==> config.mk <==
export PLATFORM = sky130hd
export DESIGN_NAME = muldiv_unit
export DESIGN_NICKNAME = d
export VERILOG_FILES = /design/src/rtl/muldiv_unit.sv
export SDC_FILE = /design/constraint.sdc
export NUM_CORES = 1
export LEC_CHECK = 0
export CAP_MARGIN = 5
export CORE_MARGIN = 3
export CORE_UTILIZATION = 50
export DETAILED_ROUTE_END_ITERATION = 7
export GPL_ROUTABILITY_DRIVEN = 1
export GPL_TIMING_DRIVEN = 1
export PLACE_DENSITY = 0.73
export SLEW_MARGIN = 40
export SYNTH_ARGS = -nofsm -noshare
export SYNTH_HDL_FRONTEND = slang
export SYNTH_SLANG_ARGS = --single-unit
==> constraint.sdc <==
create_clock -name clock -period 3.25 [get_ports clock]
set_input_delay 0.65 -clock clock [delete_from_list [all_inputs] [get_ports clock]]
set_output_delay 0.65 -clock clock [all_outputs]
set_load 0.02 [all_outputs]
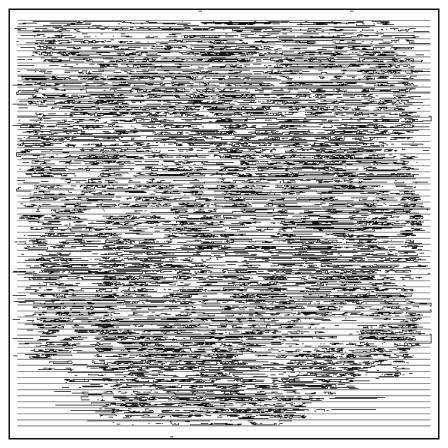
*The metal 1 layer*
Supply wires on this layer in gray.
longest straight run	95.7 µm
nets with wire on the layer	2563
wire length on this layer	28.3 mm
main direction	horizontal
share of all routed wire	40%
routed vias: 19308
final WL: 71.5 mm
GR Layer Usage met1: 0.479

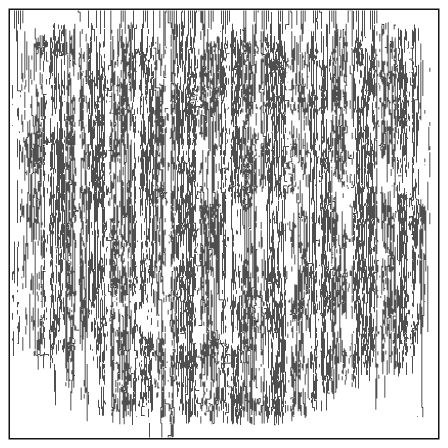
*Signal wires on met2*
longest straight run	68.0 µm
wire length on this layer	32.1 mm
share of all routed wire	45%
nets with wire on the layer	2379
routing usage on met2: 0.593

==> results.ini <==
[status]
outcome = finished with violations
violations = setup timing

[sta]
fin_ws_ns = -0.167
max_freq_mhz = 293
clock_skew_ns = 0.0258
setup_viol = 29

[yosys]
ys_cells = 2238
numSynthFlops = 206
netlist_area_um2 = 17400
simple_gate_area_frac = 0.192
ys_seq_share = 0.297
topCellsByArea = dfrtp_1, nand2_1, o21ai_0
syn_nets = 2380
synth_cell_type_count = 80
async_reset_ff_frac = 1.00

[hold_path]
hold_path.class = in2async

[worst_setup_path]
ff2ff_setup_slack_ns = -0.17
critPathArrivalTime_ns = 3.81
required_ns = 3.64
cp_num_buf_inv = 4
crit_path_max_fanout = 6
rr_worst_depth = 14

[finish]
fin_area_um2 = 23100
mostFrequentLayoutCell = buf_4
flops = 206
logic_area_um2 = 11800
buf_share = 0.187
sh_seq_area = 0.224

[floorplan]
core_region_area_um2 = 33900
core.rowCount = 67
io_pins = 137
fp_util = 0.513

[global_routing]
grt_busiest_layer = met2
antenna_found_initial = 3

[pwr]
seq_cell_power_w = 0.00445
p_sw_frac = 0.462
p_leak_nw = 9.89
switchingPower_w = 0.0115

[clock_network]
postCtsSetupRepairBufs = 9
cts_sinks = 206
ctsHtreeMaxLevel = 1

[route]
met1_length_mm = 28.3
vias_per_cell = 6.30
routedWlPerCell_um = 23.3
drc_errors = 0

[placed_design]
gp_congestion = 1.03

